### src/rtl/spm_seq.sv
// Serial-parallel multiplier: WIDTH carry-save cells fed LSB-first by the serial operand,
// one product bit per cycle into p, with operand/result valid-ready handshakes.
module spm_seq #(
  parameter int WIDTH = 8,
  parameter int TC_EN = 1
) (
  input  logic                 clk,
  input  logic                 rst,
  input  logic                 in_valid,
  output logic                 in_ready,
  input  logic [WIDTH-1:0]     x,
  input  logic [WIDTH-1:0]     y,
  input  logic                 tc,
  output logic                 out_valid,
  input  logic                 out_ready,
  output logic [2*WIDTH-1:0]   p,
  output logic                 busy,
  output logic [1:0]           dbg_state
);

  localparam int CW = $clog2(2 * WIDTH);

  // Handshakes: a transfer happens on a rising clk edge where valid && ready are both high.
  // in_ready depends on state and out_ready only, never on in_valid.
  typedef enum logic [1:0] {
    S_IDLE = 2'd0,
    S_RUN  = 2'd1,
    S_DONE = 2'd2
  } state_t;

  state_t             r_state;
  state_t             w_state_nxt;
  logic               r_live;
  logic [WIDTH-1:0]   r_x;
  logic [WIDTH-1:0]   r_y;
  logic               r_tc;
  logic [WIDTH-1:0]   r_h;
  logic [WIDTH-1:0]   r_c;
  logic               r_he;
  logic               r_ce;
  logic [CW-1:0]      r_cnt;
  logic [2*WIDTH-1:0] r_p;

  logic               w_accept;
  logic               w_last;
  logic               w_yb;
  logic               w_s;
  logic [WIDTH-1:0]   w_term;
  logic [WIDTH-1:0]   w_up;
  logic [WIDTH-1:0]   w_h_nxt;
  logic [WIDTH-1:0]   w_c_nxt;
  logic               w_he_nxt;
  logic               w_ce_nxt;

  assign in_ready  = r_live && ((r_state == S_IDLE) || ((r_state == S_DONE) && out_ready));
  assign w_accept  = in_valid && in_ready;
  assign w_last    = (r_state == S_RUN) && (r_cnt == CW'(2 * WIDTH - 1));
  assign out_valid = (r_state == S_DONE);
  assign busy      = (r_state == S_RUN);
  assign p         = r_p;
  assign dbg_state = r_state;

  // The extra sign cell (r_he/r_ce) stands for every bit position above the MSB cell;
  // those positions all hold identical values, so one cell feeding itself covers them.
  assign w_yb     = r_y[0];
  assign w_s      = r_tc & r_x[WIDTH-1] & w_yb;
  assign w_term   = r_x & {WIDTH{w_yb}};
  assign w_up     = {r_he, r_h[WIDTH-1:1]};
  assign w_h_nxt  = w_term ^ w_up ^ r_c;
  assign w_c_nxt  = (w_term & w_up) | (w_term & r_c) | (w_up & r_c);
  assign w_he_nxt = w_s ^ r_he ^ r_ce;
  assign w_ce_nxt = (w_s & r_he) | (w_s & r_ce) | (r_he & r_ce);

  always_comb begin
    w_state_nxt = r_state;
    case (r_state)
      S_IDLE: if (w_accept) w_state_nxt = S_RUN;
      S_RUN:  if (w_last) w_state_nxt = S_DONE;
      S_DONE: if (out_ready) w_state_nxt = w_accept ? S_RUN : S_IDLE;
      default: w_state_nxt = S_IDLE;
    endcase
  end

  always_ff @(posedge clk or negedge rst) begin
    if (!rst) begin
      r_state <= S_IDLE;
    end else begin
      r_state <= w_state_nxt;
    end
  end

  always_ff @(posedge clk or negedge rst) begin
    if (!rst) begin
      r_live <= 1'b0;
      r_x    <= '0;
      r_y    <= '0;
      r_tc   <= 1'b0;
      r_h    <= '0;
      r_c    <= '0;
      r_he   <= 1'b0;
      r_ce   <= 1'b0;
      r_cnt  <= '0;
      r_p    <= '0;
    end else begin
      r_live <= 1'b1;
      if (w_accept) begin
        r_x   <= x;
        r_y   <= y;
        r_tc  <= (TC_EN != 0) && tc;
        r_h   <= '0;
        r_c   <= '0;
        r_he  <= 1'b0;
        r_ce  <= 1'b0;
        r_cnt <= '0;
      end else if (r_state == S_RUN) begin
        r_h   <= w_h_nxt;
        r_c   <= w_c_nxt;
        r_he  <= w_he_nxt;
        r_ce  <= w_ce_nxt;
        // Arithmetic shift keeps feeding the sign bit once y is exhausted in signed mode.
        r_y   <= {r_tc & r_y[WIDTH-1], r_y[WIDTH-1:1]};
        r_p   <= {w_h_nxt[0], r_p[2*WIDTH-1:1]};
        r_cnt <= r_cnt + CW'(1);
      end
    end
  end

endmodule
### config.mk
export PLATFORM = sky130hd
export DESIGN_NAME = spm_seq
export DESIGN_NICKNAME = d
export VERILOG_FILES = /design/src/rtl/spm_seq.sv
export SDC_FILE = /design/constraint.sdc
export NUM_CORES = 1
export LEC_CHECK = 0
export ABC_AREA = 1
export CELL_PAD_IN_SITES_DETAIL_PLACEMENT = 1
export CELL_PAD_IN_SITES_GLOBAL_PLACEMENT = 1
export CORE_ASPECT_RATIO = 0.9
export CORE_MARGIN = 4
export CORE_UTILIZATION = 35
export DETAILED_ROUTE_END_ITERATION = 12
export PLACE_DENSITY = 0.81
export SYNTH_ARGS = -nofsm -noshare
export SYNTH_HDL_FRONTEND = slang
export SYNTH_SLANG_ARGS = --single-unit
export TNS_END_PERCENT = 1
### constraint.sdc
create_clock -name clk -period 2.03 [get_ports clk]
set_input_delay 0.203 -clock clk [delete_from_list [all_inputs] [get_ports clk]]
set_output_delay 0.203 -clock clk [all_outputs]
set_load 0.02 [all_outputs]
==> impl_metrics.toml, run 1 <==
# physical design summary
[detailed_routing]
drt_iter0_markers = 77
drtPass1Iterations = 4
viasPerCell = 4.528
drtAntennaViolNets = 0
drcViolationCount = 0
wire_per_inst_um = 12.43

[run]
drv_cap = 0
warnings = 26

[synthesis]
synthCells = 323
synth-async-reset-ratio = 1.000
yosysTopAreaCell = "dfrtp_1"
postSynthSeqShare = 0.5266
fp_nets = 354
ys_cells = 323
yosysWarningCount = 0
syn_area_per_cell_um2 = 8.387
synth.most_common_cell = "nand2_1"
ys_types = 21
common_cells = "120 x nand2_1, 57 x dfrtp_1, 47 x inv_1"
area_leaders = "dfrtp_1 53%, nand2_1 17%, fa_1 6.7%"
edf_count = 0
yosysChipArea_um2 = 2709
ys.flops = 57
synth_area_um2 = 2709
ys.flop_type = "dfrtp_1"
netlist.area_leader.share = 0.5266

[place]
pre_cts_ws_ps = 269.2
dpl_cell_area_um2 = 3184
place_inst = 451
io_buffers = 41
place.gp.congestion = 0.7047
place_hpwl_um = 4057

[global_route]
grt_pass1_vias = 2252
overflow = 0
antenna_found_initial = 0
grtUsageTotal = 0.1453
grt_start_max_net_pins = 36
grt_pass1_wl_um = 10480

[worst_setup_path]
crit_arrival_ps = 1700
rr_endpoint = "r_h[6]"
worstRegToRegCells = 5
slowest_stage = "clkdlybuf4s50_1"
crit_path_start = "dbg_state[0]"
critPathTopFamily = "buffers and inverters"
crit_type = "flop to output pin"
critPathCaptureType = "output pin"
start_kind = "flop"
crit_path_end = "in_ready"
cp_cell_sequence = "nor2_2 -> nand2_1 -> inv_1 -> clkdlybuf4s50_1"
cp_max_fo = 5
crit_buf_inv = 2
cpPeakStageDelay_ps = 600
r2r_setup_slack_ps = 460
required_ps = 1830
cp.depth = 4
reg2reg_from = "r_y[0]"

[finish]
n_fill_cell = 896
nets = 398
mostFrequentLayoutCell = "nand2_1"
instances_no_fill = 468
layout_top_cells = "120 x nand2_1, 57 x dfrtp_1, 47 x inv_1"
antenna-diode-count = 0
drive_above_1_share = 0.08065
mi_logic_area_um2 = 991.0
area_growth_pct = 25.13

[final_timing]
hold_viol_final = 0
setup_tns_ps = 0
finalClockPeriodUsage = 0.9386
holdWs_ps = 389.6
worst_slack_ps = 124.6
finalCriticalPeriod_ps = 1905
max_freq_ghz = 0.5248
drv_slew = 0
tightest_slew_ps = 564.2
fin_worst_skew_ps = 7.655
setup_viol = 0
rsz0062_at_grt = "false"
max_slew_margin = 0.6239

[floorplanning]
fp.dieH_um = 91.46
die_w_um = 100.7
die_area_um2 = 9213
fp_util = 0.3590
io_pins = 42

[clocking]
root_buffer = "clkbuf_8"
clockBufferDepth = 2
hold_buffers = 1
htree_num_levels = 3
postCtsSetupBuffers = 0
clkTransAtPathRegs_ps = 70
ctsResizeCount = 0
clock.latency.late_pin_ps = 340
clock-sinks = 57
tritoncts = "yes"
cts_buffers = 9

[power]
finalPower_mw = 4.836
leakagePower_nw = 1.694
power.density_nw_per_um2 = 1427
ir_worst_vdd_v = 0.0004997

[status]
outcome = "complete, no violations"

[min_path]
hold_class = "input port to async pin"
run 1: cells by family (layout without fill, tap and decap cells):
family	Yosys count	after routing	synth area share
flip-flops	57	57	0.5266
AND-OR/OR-AND	35	35	0.06559
XOR/XNOR	1	1	0.003234
AND/OR/NAND/NOR	155	155	0.2245
adder cells (fa/ha/maj)	10	10	0.07113
other	1	1	0.001384
buffers and inverters	64	113	0.1076
run 1: area by class of cell:
cell class | instances | share of cell area
well taps | 96 | 0.03544
multi-input cells | 202 | 0.2924
clock inverters | 7 | 0.02104
flip-flops and latches | 57 | 0.4208
inverters | 49 | 0.05426
clock buffers | 9 | 0.03654
repair buffers | 48 | 0.1395
run 1: report_power, final:
part	total, mW	internal [mW]	switching [mW]	leakage [nW]
clock	1.04	0.563	0.473	0.0912
combinational	1.92	0.762	1.16	0.866
sequential	1.88	1.57	0.307	0.737
total	4.84	2.90	1.94	1.69
run 1: per-layer routing:
metal  routed length (µm)  track usage  vias up  part of all wire
li1                     -            -     1046                 -
met1                 2427       0.1732     1029              0.42
met2                 3053       0.2445       37              0.53
met3                  240      0.04147        7             0.041
met4                   94      0.05724        0             0.016
met5                    0            0        -                 0
run 1: sequential cells by signal (all words and copies together) (netlist names):
name       cells
dbg_state      2
p             16
r_c            8
r_ce           1
r_cnt          4
r_h            7
r_he           1
r_live         1
r_tc           1
r_x            8
r_y            8
run 1: worst min path at each step:
stage	start	to	slack [ps]
after floorplan	rst	dbg_state[0]	-90
after global placement	rst	r_h[6]	220
after detailed placement	rst	r_c[6]	230
after CTS	x[3]	r_x[3]	380
after global routing	x[4]	r_x[4]	390
final	rst	r_c[6]	390
run_1/layers.png
The bar under the picture is 20 µm long. Two of the layers only.
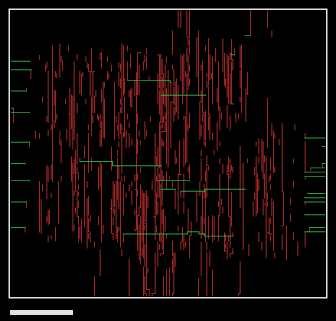
M3: drawn in green, wire length 240 µm. M2: drawn in red, wire length 3050 µm.
Vias: 2119
Routed WL: 5815 µm

run_1/class_map.png
The bar under the picture is 20 µm long. Fill, decap, tap and diode cells in gray.
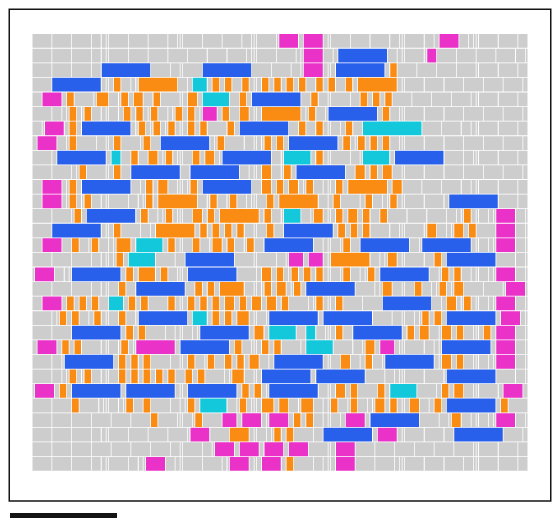
remaining logic cells: drawn in orange, cells 251. registers: drawn in blue, cells 57. remaining buffers and delay cells: drawn in magenta, cells 48. clock drivers and dummy loads: drawn in cyan, cells 16.
cell area after layout: 3390 µm²
Core Util, Final: 0.4493
sequential cell area share: 0.4208
row count: 30
Core ar.: 7545 µm²

run_1/ff_map.png
The bar under the picture is 20 µm long. Other sequential cells in the stronger gray, the rest of the logic in the fainter gray.
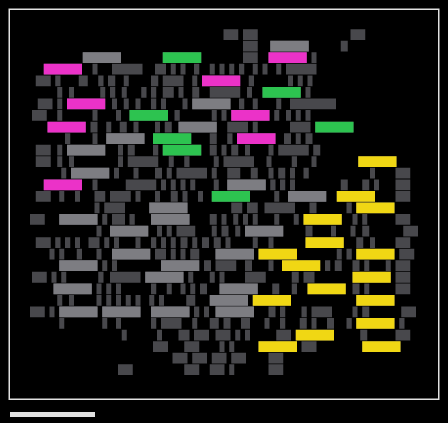
r_h: drawn in green, flops 7. p: drawn in yellow, flops 16. r_x: drawn in magenta, flops 8.
Another 26 sequential cells are not colored.
register area: 1426 µm²
P_seq: 1.88 mW

==> run 2: changes to the inputs <==
- PLACE_DENSITY: 0.81 -> unset
- PLACE_DENSITY_LB_ADDON: unset -> 0.1
==> impl_metrics.toml, run 2 <==
# physical design summary
[status]
outcome = "complete, no violations"

[detailed_routing]
viasPerCell = 4.520
drcViolationCount = 0
drt_iter0_markers = 61
wl_met1_um = 2741
wl_um = 5721
drtAntennaViolNets = 0
drtPass1Iterations = 4
wire_per_inst_um = 12.20

[power]
power.density_nw_per_um2 = 1427
ir_worst_vdd_v = 0.0004474
leakagePower_nw = 1.700

[synthesis]
netlist.area_leader.share = 0.5266
area_leaders = "dfrtp_1 53%, nand2_1 17%, fa_1 6.7%"
synth_area_um2 = 2709
synth.most_common_cell = "nand2_1"
yosysTopAreaCell = "dfrtp_1"
ys_cells = 323
common_cells = "120 x nand2_1, 57 x dfrtp_1, 47 x inv_1"
ys_types = 21
yosysChipArea_um2 = 2709
ys.flop_type = "dfrtp_1"
fp_nets = 354
synth-async-reset-ratio = 1.000
edf_count = 0
ys.flops = 57
syn_area_per_cell_um2 = 8.387
postSynthSeqShare = 0.5266

[finish]
layout_top_cells = "120 x nand2_1, 57 x dfrtp_1, 47 x inv_1"
nets = 399
instances_no_fill = 469
mi_logic_area_um2 = 991.0
n_fill_cell = 910
drive_above_1_share = 0.08043
mostFrequentLayoutCell = "nand2_1"

[worst_setup_path]
crit_type = "flop to output pin"
slowest_stage = "clkdlybuf4s50_1"
critPathCaptureType = "output pin"
crit_arrival_ps = 1670
crit_buf_inv = 2
cp_cell_sequence = "nor2_2 -> nand2_1 -> inv_1 -> clkdlybuf4s50_1"
required_ps = 1830
critPathTopFamily = "buffers and inverters"

[final_timing]
setup_viol = 0
finalClockPeriodUsage = 0.9232
drv_slew = 0
fin_worst_skew_ps = 7.780
setup_tns_ps = 0
hold_viol_final = 0
max_freq_ghz = 0.5336
finalCriticalPeriod_ps = 1874
worst_slack_ps = 155.9

[place]
io_buffers = 41
place_hpwl_um = 3881
pre_cts_ws_ps = 294.9
place_inst = 452

[floorplanning]
die_area_um2 = 9213
rows = 30
fp_util = 0.3590
die_w_um = 100.7

[clocking]
htree_num_levels = 3
clock.latency.late_pin_ps = 330
clkTransAtPathRegs_ps = 70
clock-sinks = 57
tritoncts = "yes"
clockBufferDepth = 2
hold_buffers = 1

[run]
warnings = 26
drv_cap = 0

[min_path]
hold_class = "input port to async pin"

[global_route]
grtUsageTotal = 0.1381
grt_pass1_vias = 2119
grt_start_max_net_pins = 58
## run 2: cell types whose count changed in the layout (fill, tap and decap cells not counted)
cell	previous run	this run
clkbuf_8	9	10
clkbuf_1	0	1
clkinvlp_4	3	2
buf_4	5	6
clkinv_4	1	0
## run 2: kinds of logic after synthesis
group | share of synthesized area
AOI/OAI and AO/OA | 0.06559
xor gates and xnor gates | 0.003234
adders and majority gates | 0.07113
buffers and inverters | 0.1076
DFF | 0.5266
other | 0.001384
and+or+nand+nor | 0.2245
## run 2: area by class of cell
class | count | area share
well taps | 96 | 0.03535
repair buffers | 49 | 0.1414
multi-input cells | 202 | 0.2916
inverters | 49 | 0.05412
clock inverters | 5 | 0.01620
clock buffers | 11 | 0.04161
flip-flops and latches | 57 | 0.4197
## run 2: per-layer routing
metal	up-vias	track usage
met5	-	0
met4	0	0.04040
met3	6	0.04839
met2	38	0.2067
met1	1027	0.1879
li1	1049	-
## run 2: worst min-delay path, delay by kind of cell
family / cells / cell delay [ps]
buffers and inverters: 3 / 910
## run 2: power breakdown
group	leakage [nW]	switching (mW)	internal [mW]	total (mW)
clock network	0.0953	0.469	0.596	1.07
registers	0.737	0.305	1.57	1.88
logic	0.868	1.14	0.769	1.91
total	1.70	1.91	2.94	4.85
## run 2: final timing paths
kind                       endpoint  slack [ps]  depth (start not counted)
min in group clk             r_x[4]         400                          3
hold / removal                p[11]         390                          3
hold reg to reg              r_x[3]         480                          2
max in group asynchronous      r_ce        1360                          3
setup / recovery           in_ready         160                          4
setup reg to reg             r_h[4]         480                          5
## run 2: through the flow
step,util,power (mW),cell area (µm²)
2_1_floorplan,-,3.167,2709
3_3_place_gp,0.4231,3.771,3192
3_5_place_dp,0.4231,3.852,3192
4_1_cts,0.4504,4.945,3398
5_1_grt,0.4504,5.334,3398
6_report,0.4504,4.850,3398
run_2/class_map.png
The bar under the picture is 20 µm long. Fill, decap, tap and diode cells in gray.
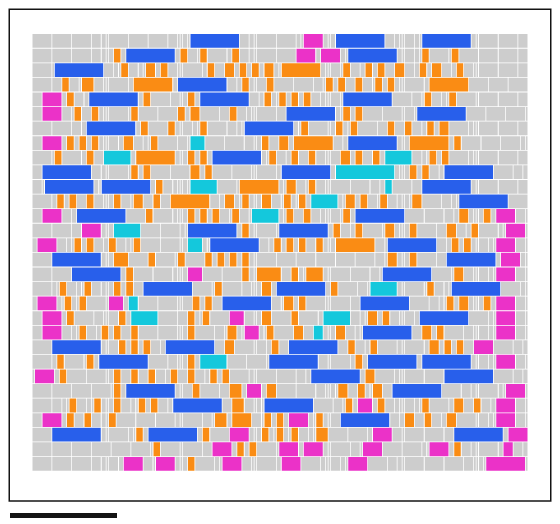
sequential cell area share: 0.4197
Core Util, Final: 0.4504
cell area after layout: 3398 µm²

run_2/ff_map.png
The bar under the picture is 20 µm long. Other sequential cells in the stronger gray, the rest of the logic in the fainter gray.
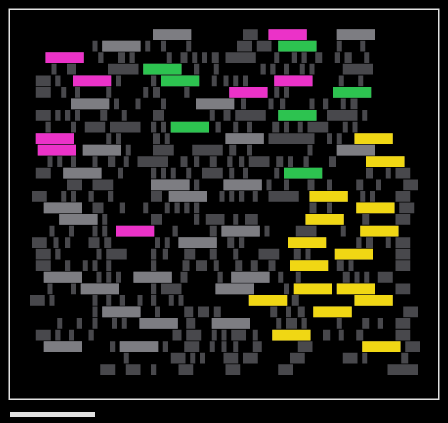
r_x: drawn in magenta, flops 8. p: drawn in yellow, flops 16. r_h: drawn in green, flops 7.
Another 26 sequential cells are not colored.

run_2/congestion_map.png
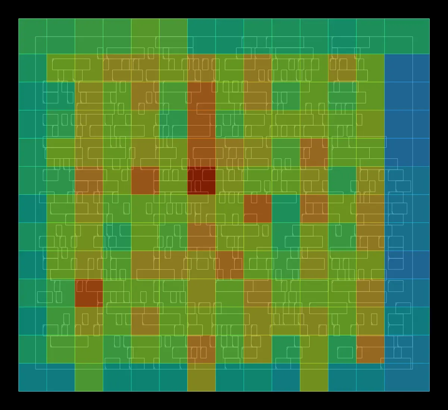
busiest layer in global routing: met2
M1 GR Usage: 0.1879

==> run 3: changes to the inputs <==
- CORE_MARGIN: 4 -> unset
- SLEW_MARGIN: unset -> 15
==> impl_metrics.toml, run 3 <==
# physical design summary
[status]
outcome = "complete, no violations"

[synthesis]
synth.most_common_cell = "nand2_1"
netlist.area_leader.share = 0.5266
yosysTopAreaCell = "dfrtp_1"
yosysChipArea_um2 = 2709
common_cells = "120 x nand2_1, 57 x dfrtp_1, 47 x inv_1"
ys.flops = 57
edf_count = 0
ys_sh_xor = 0.003233
syn_area_per_cell_um2 = 8.387
fp_nets = 354
yosys.area_share.aoi = 0.06559
logic_family = "simple AND/OR/NAND/NOR gates"
ys_cells = 323
synth-async-reset-ratio = 1.000
synthCells = 323
simple_gate_share = 0.2245
postSynthSeqShare = 0.5266
ys.flop_type = "dfrtp_1"
ys_sh_mux = 0
yosysWarningCount = 0
ys_types = 21
area_leaders = "dfrtp_1 53%, nand2_1 17%, fa_1 6.7%"
synth_adder_area_share = 0.07113
synth_area_um2 = 2709

[worst_setup_path]
rr_endpoint = "r_h[5]"
slowest_stage = "clkdlybuf4s50_1"
critPathTopFamily = "buffers and inverters"
crit_buf_inv = 2
cpPeakStageDelay_ps = 590
worstRegToRegCells = 5
crit_arrival_ps = 1680
required_ps = 1830
cp_max_fo = 5
r2r_setup_slack_ps = 490
crit_type = "flop to output pin"
critPathCaptureType = "output pin"
start_kind = "flop"
cp_cell_sequence = "nor2_2 -> nand2_1 -> inv_1 -> clkdlybuf4s50_1"
reg2reg_from = "r_y[0]"
crit_path_start = "dbg_state[0]"

[clocking]
htree_num_levels = 3
postCtsSetupBuffers = 0
clockBufferDepth = 2
cts_buffers = 9
clock.latency.late_pin_ps = 340
clkTransAtPathRegs_ps = 70
clock-sinks = 57
tritoncts = "yes"
root_buffer = "clkbuf_8"
hold_buffers = 1
ctsResizeCount = 0

[power]
leakagePower_nw = 1.716
finalPower_mw = 5.006
ir_worst_vdd_v = 0.0005279
power.density_nw_per_um2 = 1462

[floorplanning]
rows = 30
fp.dieH_um = 85.46
die_area_um2 = 8096
die_w_um = 94.74
io_pins = 42

[detailed_routing]
drt_iter0_markers = 58
wl_um = 5850
drcViolationCount = 0
vias = 2103
drtAntennaViolNets = 0
viasPerCell = 4.494
drtPass1Iterations = 4

[global_route]
grt_pass1_vias = 2295
antenna_found_initial = 0
grt_pass1_wl_um = 10520
grt_start_max_net_pins = 58
overflow = 0

[finish]
nets = 398
drive_above_1_share = 0.08065
n_fill_cell = 908
mostFrequentLayoutCell = "nand2_1"
antenna-diode-count = 0
area_growth_pct = 26.37
largest_register_ffs = 16
layout_top_cells = "120 x nand2_1, 57 x dfrtp_1, 47 x inv_1"

[final_timing]
setup_tns_ps = 0
rsz0062_at_grt = "false"
max_freq_ghz = 0.5321
holdWs_ps = 388.6
finalClockPeriodUsage = 0.9258
fin_worst_skew_ps = 6.139
setup_viol = 0
hold_viol_final = 0
finalCriticalPeriod_ps = 1879
worst_slack_ps = 150.6
drv_slew = 0

[place]
io_buffers = 41
place.gp.congestion = 0.7339
place_hpwl_um = 3799
pre_cts_ws_ps = 306.7

[run]
warnings = 26
drv_cap = 0

[min_path]
hold_class = "input port to async pin"
run 3: worst max-delay path by stage:
stage / cells past startpoint / slack [ps] / endpoint
5_1_grt: 4 / 60 / in_ready
3_5_place_dp: 6 / 310 / in_ready
4_1_cts: 4 / 110 / in_ready
2_1_floorplan: 6 / 600 / r_he
3_3_place_gp: 6 / 320 / in_ready
6_report: 4 / 150 / in_ready
run 3: tightest hold or removal path: cells and delay by family:
family                 cells  cell delay [ps]
buffers and inverters      3              920
run 3: area by class of cell:
type                            count  area (µm²)  area share
Tap cell                           96       120.1     0.03509
Clock buffer                       11       151.4     0.04423
Timing Repair Buffer               48       473.0      0.1382
Sequential cell                    57        1426      0.4167
Multi-Input combinational cell    202       991.0      0.2895
Inverter                           49       183.9     0.05373
Clock inverter                      5       77.57     0.02266
run 3: cell families after synthesis:
group,after synthesis
AND/OR/NAND/NOR,155
AND-OR/OR-AND,35
XOR/XNOR,1
other,1
adder cells (fa/ha/maj),10
flip-flops,57
buffers and inverters,64
run 3: power breakdown:
group          total [mW]  switching, mW  internal [mW]
Clock                1.23          0.472          0.754
Combinational        1.89           1.14          0.756
Sequential           1.89          0.313           1.57
run 3: metrics by stage:
step / cells / instance area (µm²)
6_report: 468 / 3423
5_1_grt: 468 / 3423
4_1_cts: 468 / 3423
3_5_place_dp: 451 / 3184
3_3_place_gp: 451 / 3184
2_1_floorplan: 323 / 2709
run 3: per-layer routing:
layer  vias to the layer above  global-route usage  wire (µm)
li1                       1042                   -          -
met1                      1021              0.2077       2675
met2                        34              0.2819       2907
met3                         6             0.05914        205
met4                         0             0.04545         62
met5                         -                   0          0
run_3/ff_map.png
The bar under the picture is 20 µm long. Other sequential cells in the stronger gray, the rest of the logic in the fainter gray.
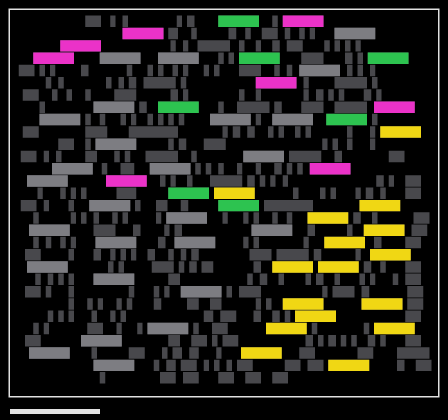
r_x: drawn in magenta, flops 8. p: drawn in yellow, flops 16. r_h: drawn in green, flops 7.
Another 26 sequential cells are not colored.
sequential cell area share: 0.4167
P_seq: 1.89 mW
Core Util, Final: 0.4560

run_3/util_map.png
9 x 9 tiles, from black (low) to pale yellow (high), 0 to 100% covered.
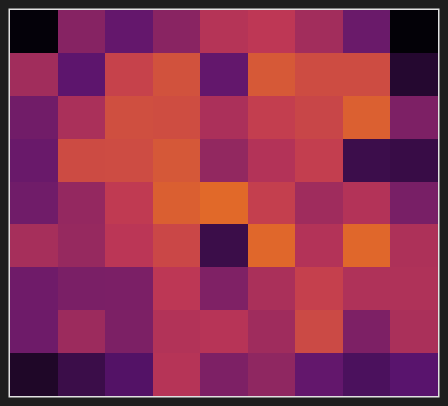
The fullest tile reaches 65%. The emptiest ninth of the die: lower left. 2.5% of the tiles are nearly empty.
Core ar.: 7507 µm²
fp_density: 0.3608

run_3/congestion_map.png
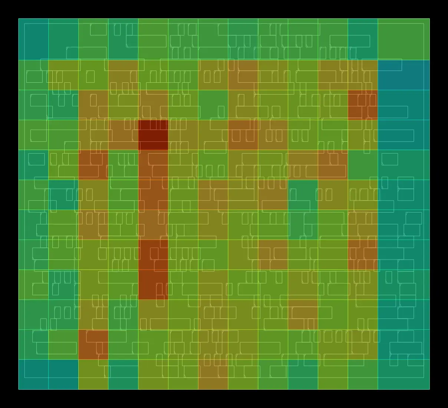
M1 GR Usage: 0.2077
M3 GR Usage: 0.05914
DR WL/cell: 12.50 µm
GRT Util Overall: 0.1693
met2 Usage GRT: 0.2819

Power is estimated from default activity; no workload was simulated.
